===== src/rtl/tdc_sequencer_if.sv =====
// tdc_sequencer_if: start/launch/tap/result handshake bundle between the TDC sequencer and its consumer
interface tdc_sequencer_if #(
    parameter int LENGTH   = 128,
    parameter int AVG_LOG2 = 3
);
    localparam int CW = $clog2(LENGTH + 1);
    logic                   iSTART;
    logic                   oBUSY;
    logic                   oLAUNCH;
    logic [LENGTH-1:0]      iTAPS;
    logic [CW+AVG_LOG2-1:0] oRESULT;
    logic                   oOVF;
    logic                   oVALID;
    logic                   iREADY;
    modport master (input iSTART, iTAPS, iREADY, output oBUSY, oLAUNCH, oRESULT, oOVF, oVALID);
    modport slave (output iSTART, iTAPS, iREADY, input oBUSY, oLAUNCH, oRESULT, oOVF, oVALID);
endinterface


===== src/rtl/tdc_sequencer.sv =====
// tdc_sequencer: launches delay-line edges, encodes tap snapshots and averages 2**AVG_LOG2 samples.
// Optional macro TDC_BUBBLE_FILTER_EN inserts a 3-tap majority bubble filter before the encoder.
module tdc_sequencer #(
    parameter int LENGTH     = 128,
    parameter int AVG_LOG2   = 3,
    parameter int SAMPLE_DLY = 1,
    parameter int RELAX_CYC  = 4
) (
    input logic             iCLK,
    input logic             iRESETn,
    tdc_sequencer_if.master bus
);
    localparam int CW = $clog2(LENGTH + 1);
    localparam int AW = CW + AVG_LOG2;
    localparam int SW = AVG_LOG2 + 1;
    localparam logic [CW-1:0] FULL     = CW'(LENGTH);
    localparam logic [SW-1:0] NSMP     = SW'(1) << AVG_LOG2;
    localparam logic [7:0]    LAUNCH_T = 8'(SAMPLE_DLY - 1);
    localparam logic [7:0]    RELAX_T  = 8'(RELAX_CYC - 1);

    typedef enum logic [2:0] {IDLE, LAUNCH, CAPTURE, FILTER, ENCODE, ACCUM, RELAX, DONE} state_t;

    state_t            state_q, state_d;
    logic [7:0]        tmr_q, tmr_d;
    logic [SW-1:0]     smp_q, smp_d;
    logic [LENGTH-1:0] snap_q, snap_d;
    logic [LENGTH-1:0] filt_q, filt_d;
    logic [LENGTH-1:0] enc_src;
    logic [CW-1:0]     cnt_q, cnt_d;
    logic [AW-1:0]     acc_q, acc_d;
    logic [AW-1:0]     result_q, result_d;
    logic              ovf_q, ovf_d;
    logic              busy_q, busy_d;
    logic              launch_q, launch_d;
    logic              valid_q, valid_d;

    // Thermometer position: index of the first 0 counted from tap 0, LENGTH when every tap is set.
    function automatic logic [CW-1:0] lead_ones(input logic [LENGTH-1:0] v);
        logic [CW-1:0] n;
        n = FULL;
        for (int i = LENGTH - 1; i >= 0; i--)
            if (!v[i]) n = CW'(i);
        return n;
    endfunction

`ifdef TDC_BUBBLE_FILTER_EN
    // Majority of each tap with its neighbours; the end taps are replicated outward.
    function automatic logic [LENGTH-1:0] maj3(input logic [LENGTH-1:0] s);
        logic [LENGTH+1:0] e;
        logic [LENGTH-1:0] f;
        e = {s[LENGTH-1], s, s[0]};
        for (int i = 0; i < LENGTH; i++)
            f[i] = (e[i] & e[i+1]) | (e[i] & e[i+2]) | (e[i+1] & e[i+2]);
        return f;
    endfunction
    assign enc_src = filt_q;
`else
    assign enc_src = snap_q;
`endif

    // Next-state and datapath updates; outputs are derived from the next state so they stay registered.
    always_comb begin
        state_d = state_q;
        tmr_d   = tmr_q;
        smp_d   = smp_q;
        snap_d  = snap_q;
        filt_d  = filt_q;
        cnt_d   = cnt_q;
        acc_d   = acc_q;
        ovf_d   = ovf_q;
        case (state_q)
            IDLE: if (bus.iSTART) begin
                acc_d   = '0;
                ovf_d   = 1'b0;
                smp_d   = '0;
                tmr_d   = LAUNCH_T;
                state_d = LAUNCH;
            end
            LAUNCH: begin
                tmr_d   = (tmr_q == '0) ? tmr_q : tmr_q - 8'd1;
                state_d = (tmr_q == '0) ? CAPTURE : LAUNCH;
            end
            CAPTURE: begin
                snap_d = bus.iTAPS;
`ifdef TDC_BUBBLE_FILTER_EN
                state_d = FILTER;
`else
                state_d = ENCODE;
`endif
            end
`ifdef TDC_BUBBLE_FILTER_EN
            FILTER: begin
                filt_d  = maj3(snap_q);
                state_d = ENCODE;
            end
`endif
            ENCODE: begin
                cnt_d   = lead_ones(enc_src);
                ovf_d   = ovf_q | (cnt_d == FULL);
                state_d = ACCUM;
            end
            ACCUM: begin
                acc_d   = acc_q + AW'(cnt_q);
                smp_d   = smp_q + 1'b1;
                tmr_d   = RELAX_T;
                state_d = RELAX;
            end
            RELAX: begin
                tmr_d   = (tmr_q == '0) ? LAUNCH_T : tmr_q - 8'd1;
                state_d = (tmr_q != '0) ? RELAX : (smp_q == NSMP) ? DONE : LAUNCH;
            end
            DONE: state_d = bus.iREADY ? IDLE : DONE;
            default: state_d = IDLE;
        endcase
        busy_d   = state_d != IDLE;
        launch_d = state_d inside {LAUNCH, CAPTURE, FILTER, ENCODE};
        valid_d  = state_d == DONE;
        result_d = (state_q == RELAX && state_d == DONE) ? acc_q : result_q;
    end

    // Single state register for the whole sequencer; reset abandons any measurement in flight.
    always_ff @(posedge iCLK or negedge iRESETn) begin
        if (!iRESETn) begin
            state_q  <= IDLE;
            tmr_q    <= '0;
            smp_q    <= '0;
            snap_q   <= '0;
            filt_q   <= '0;
            cnt_q    <= '0;
            acc_q    <= '0;
            result_q <= '0;
            ovf_q    <= 1'b0;
            busy_q   <= 1'b0;
            launch_q <= 1'b0;
            valid_q  <= 1'b0;
        end else begin
            state_q  <= state_d;
            tmr_q    <= tmr_d;
            smp_q    <= smp_d;
            snap_q   <= snap_d;
            filt_q   <= filt_d;
            cnt_q    <= cnt_d;
            acc_q    <= acc_d;
            result_q <= result_d;
            ovf_q    <= ovf_d;
            busy_q   <= busy_d;
            launch_q <= launch_d;
            valid_q  <= valid_d;
        end
    end

    assign bus.oBUSY   = busy_q;
    assign bus.oLAUNCH = launch_q;
    assign bus.oRESULT = result_q;
    assign bus.oOVF    = ovf_q;
    assign bus.oVALID  = valid_q;
endmodule


===== src/flat_wrapper.sv =====
// flat-port wrapper written by rule: the top's interface ports become plain ports
module tdc_sequencer_flat 
#(
    parameter int LENGTH     = 128,
    parameter int AVG_LOG2   = 3,
    parameter int SAMPLE_DLY = 1,
    parameter int RELAX_CYC  = 4
)
  (iCLK, iRESETn, bus_iSTART, bus_iTAPS, bus_iREADY, bus_oBUSY, bus_oLAUNCH, bus_oRESULT, bus_oOVF, bus_oVALID);
  tdc_sequencer_if #(.LENGTH(LENGTH), .AVG_LOG2(AVG_LOG2)) bus_i ();
  input logic iCLK;
  input logic iRESETn;
  input wire logic [$bits(bus_i.iSTART)-1:0] bus_iSTART;
  input wire logic [$bits(bus_i.iTAPS)-1:0] bus_iTAPS;
  input wire logic [$bits(bus_i.iREADY)-1:0] bus_iREADY;
  output wire logic [$bits(bus_i.oBUSY)-1:0] bus_oBUSY;
  output wire logic [$bits(bus_i.oLAUNCH)-1:0] bus_oLAUNCH;
  output wire logic [$bits(bus_i.oRESULT)-1:0] bus_oRESULT;
  output wire logic [$bits(bus_i.oOVF)-1:0] bus_oOVF;
  output wire logic [$bits(bus_i.oVALID)-1:0] bus_oVALID;
  assign bus_i.iSTART = bus_iSTART;
  assign bus_i.iTAPS = bus_iTAPS;
  assign bus_i.iREADY = bus_iREADY;
  assign bus_oBUSY = bus_i.oBUSY;
  assign bus_oLAUNCH = bus_i.oLAUNCH;
  assign bus_oRESULT = bus_i.oRESULT;
  assign bus_oOVF = bus_i.oOVF;
  assign bus_oVALID = bus_i.oVALID;
  tdc_sequencer #(.LENGTH(LENGTH), .AVG_LOG2(AVG_LOG2), .SAMPLE_DLY(SAMPLE_DLY), .RELAX_CYC(RELAX_CYC)) u_core (.iCLK(iCLK), .iRESETn(iRESETn), .bus(bus_i));
endmodule

===== config.mk =====
export PLATFORM = sky130hd
export DESIGN_NAME = tdc_sequencer_flat
export DESIGN_NICKNAME = d
export VERILOG_FILES = /design/src/rtl/tdc_sequencer_if.sv /design/src/rtl/tdc_sequencer.sv /design/src/flat_wrapper.sv
export SDC_FILE = /design/constraint.sdc
export NUM_CORES = 1
export LEC_CHECK = 0
export CELL_PAD_IN_SITES_DETAIL_PLACEMENT = 0
export CELL_PAD_IN_SITES_GLOBAL_PLACEMENT = 2
export CORE_UTILIZATION = 37
export CTS_CLUSTER_DIAMETER = 60
export CTS_CLUSTER_SIZE = 10
export DETAILED_ROUTE_END_ITERATION = 8
export PLACE_DENSITY_LB_ADDON = 0.12
export SLEW_MARGIN = 10
export SYNTH_ARGS = -nofsm -noshare
export SYNTH_HDL_FRONTEND = slang
export SYNTH_SLANG_ARGS = --single-unit

===== constraint.sdc =====
create_clock -name iCLK -period 4.9 [get_ports iCLK]
set_input_delay 0.49 -clock iCLK [delete_from_list [all_inputs] [get_ports iCLK]]
set_output_delay 0.49 -clock iCLK [all_outputs]
set_load 0.005 [all_outputs]

==> COMMIT_EDITMSG <==
Refresh implementation metrics

* Run status: finished, final reports clean
- Sequential cell area share: 0.3954
- In the final design, more cell area goes to registers than to any other class.
* Top cells by area: sky130_fd_sc_hd__dfrtp_1, sky130_fd_sc_hd__mux2_2, sky130_fd_sc_hd__nand2_1
- The first routing iteration left about 360 violations.
- CTS tree: built
- The logs give a warning total of 28.
- The clock passes through at most 2 buffers.
- The first global-routing pass estimated ~36 mm of wire.
* Total die area: roughly 24,000 sq um
- Detailed-router iteration count before antenna repair: 5
- Number of setup buffers added after CTS: 0
* Worst path max stage delay: ~920 ps
* Layout sequential cell count: ~180
- For this run, combinational gates with multiple inputs come to between 500 and 600.
- The script parses the final routing iteration and logs DRC violations as 0.
- The root buffer cell chosen for the clock tree is sky130_fd_sc_hd__clkbuf_16.
- Classification of the worst setup path: reg -> reg
* Net count of the mapped netlist: between 900 and 1k
* Critical path cell sequence: or4_4 > nor4b_4 > a221oi_2 > nor3_2 > mux2_2
- Pins over their slew limit in the final report were tallied at 0.
- The initialized floorplan defines roughly 55 standard-cell rows.
- Mean routed wirelength per cell: 17.10 um
- Core Region: 22,980 sq um
- During synthesis, Yosys emitted a total of 0 warnings.
* R2R Setup Slk: between 1500 and 2000 ps
- Post-Synthesis Cell Area: between 8000 and 9000 sq um
* Placed inst area: about 11,000 sq um
- Once synthesis finished, the tally of register bits stood at 177.
- Port buffer count: approximately 150
- Remaining global-route overflow: 0
- After layout, the worst setup slack is between 1500 and 2000 ps.
- Metal3 WL: a little under 800 um
* Cell type with the largest total area: sky130_fd_sc_hd__dfrtp_1
- Share of the clock period used by the worst path: 0.6363
- Slowest stage cell, crit path: sky130_fd_sc_hd__nor3_2
- Ant diodes: 0
- Horiz. Die Dim: around 160 um
* Maximum vdd drop: roughly 220 uV
- The finished layout reports a core utilization of 0.4874.
- The filler cells instantiated in the layout total ~2.2k.
- Of the post-synthesis cell area, the dominant cell type holds 0.5046.
power breakdown:
part / internal, uW / total [uW] / switching, uW
registers: 2140 / 2940 / 799
clock network: 842 / 1450 / 609
logic: 1090 / 2010 / 917
total: 4070 / 6400 / 2330
logic make-up (layout without fill, tap and decap cells):
group                      count (synthesis)  after routing  share of synthesized area
muxes                                    113            113                     0.1492
AOI/OAI and AO/OA                        192            192                     0.1397
xor gates and xnor gates                  11             11                    0.01097
buffers and inverters                     64            222                    0.02822
adders and majority gates                 13             13                    0.01938
DFF                                      177            177                     0.5046
and+or+nand+nor                          264            264                     0.1479
registers in the layout (all words and copies together) (netlist names), 3 cells and up:
signal              flops
u_core.acc_q           11
u_core.bus.oRESULT     11
u_core.cnt_q            8
u_core.enc_src        128
u_core.smp_q            4
u_core.state_q          3
u_core.tmr_q            8
clocks.png
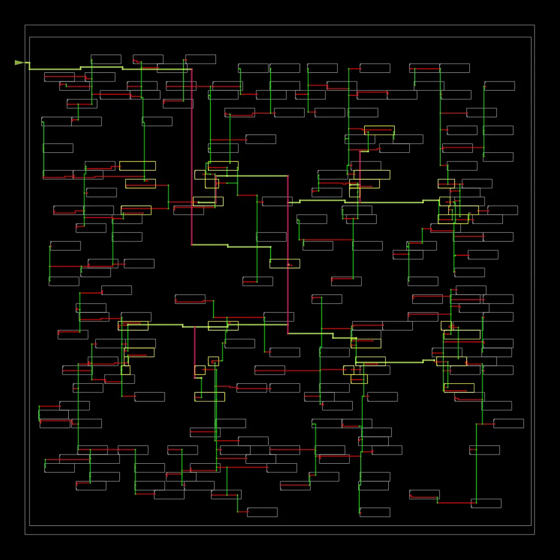
Layout Skew: 10.19 ps
clock latency of the later-clocked register in the worst-skew pair: 430 ps
cts bufs inserted: 17
clock buffer count in the final layout: 20

metal_density.png
Scale bar: 50 um. 31 x 31 tiles, from white (low) to dark blue (high), scaled to the fullest tile. Values are wire area over tile area, all layers added.
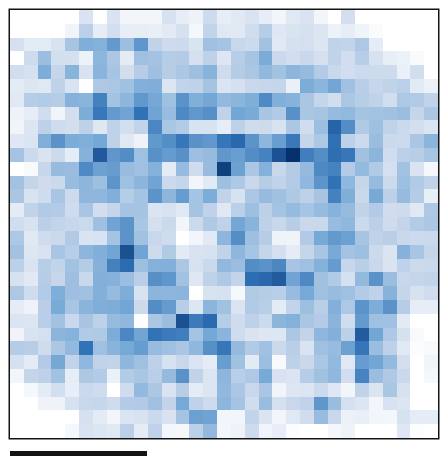
nearly empty tiles: 6.7%
mean over tiles: 0.14
fullest tile: 0.47
tiles over half the peak: 13%

layer_met3.png
Cells faint in the background.
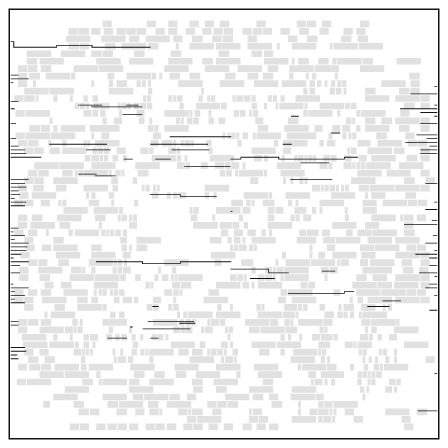
wire length on this layer: 795 um
share of all routed wire: 3.6%
main direction: horizontal

detail.png
Window x 58 to 98, y 58 to 98 um. Cells in gray, sequential cells in the stronger gray; small squares are vias.
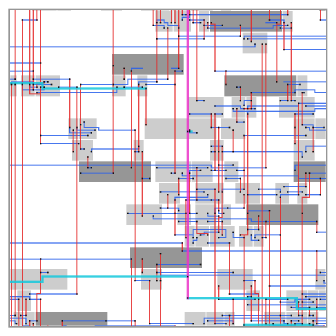
| layer | color |
|---|---|
| metal 4 | magenta |
| metal 3 | cyan |
| metal 1 | blue |
| metal 2 | red |
sequential cells in the window: 7
most frequent: nand2_1 (12), dfrtp_1 (7)
cells with their middle in the window: 63
netlist names of flops here include: `u_core.cnt_q` (4), `u_core.acc_q` (2)

Power is estimated from default activity; no workload was simulated.
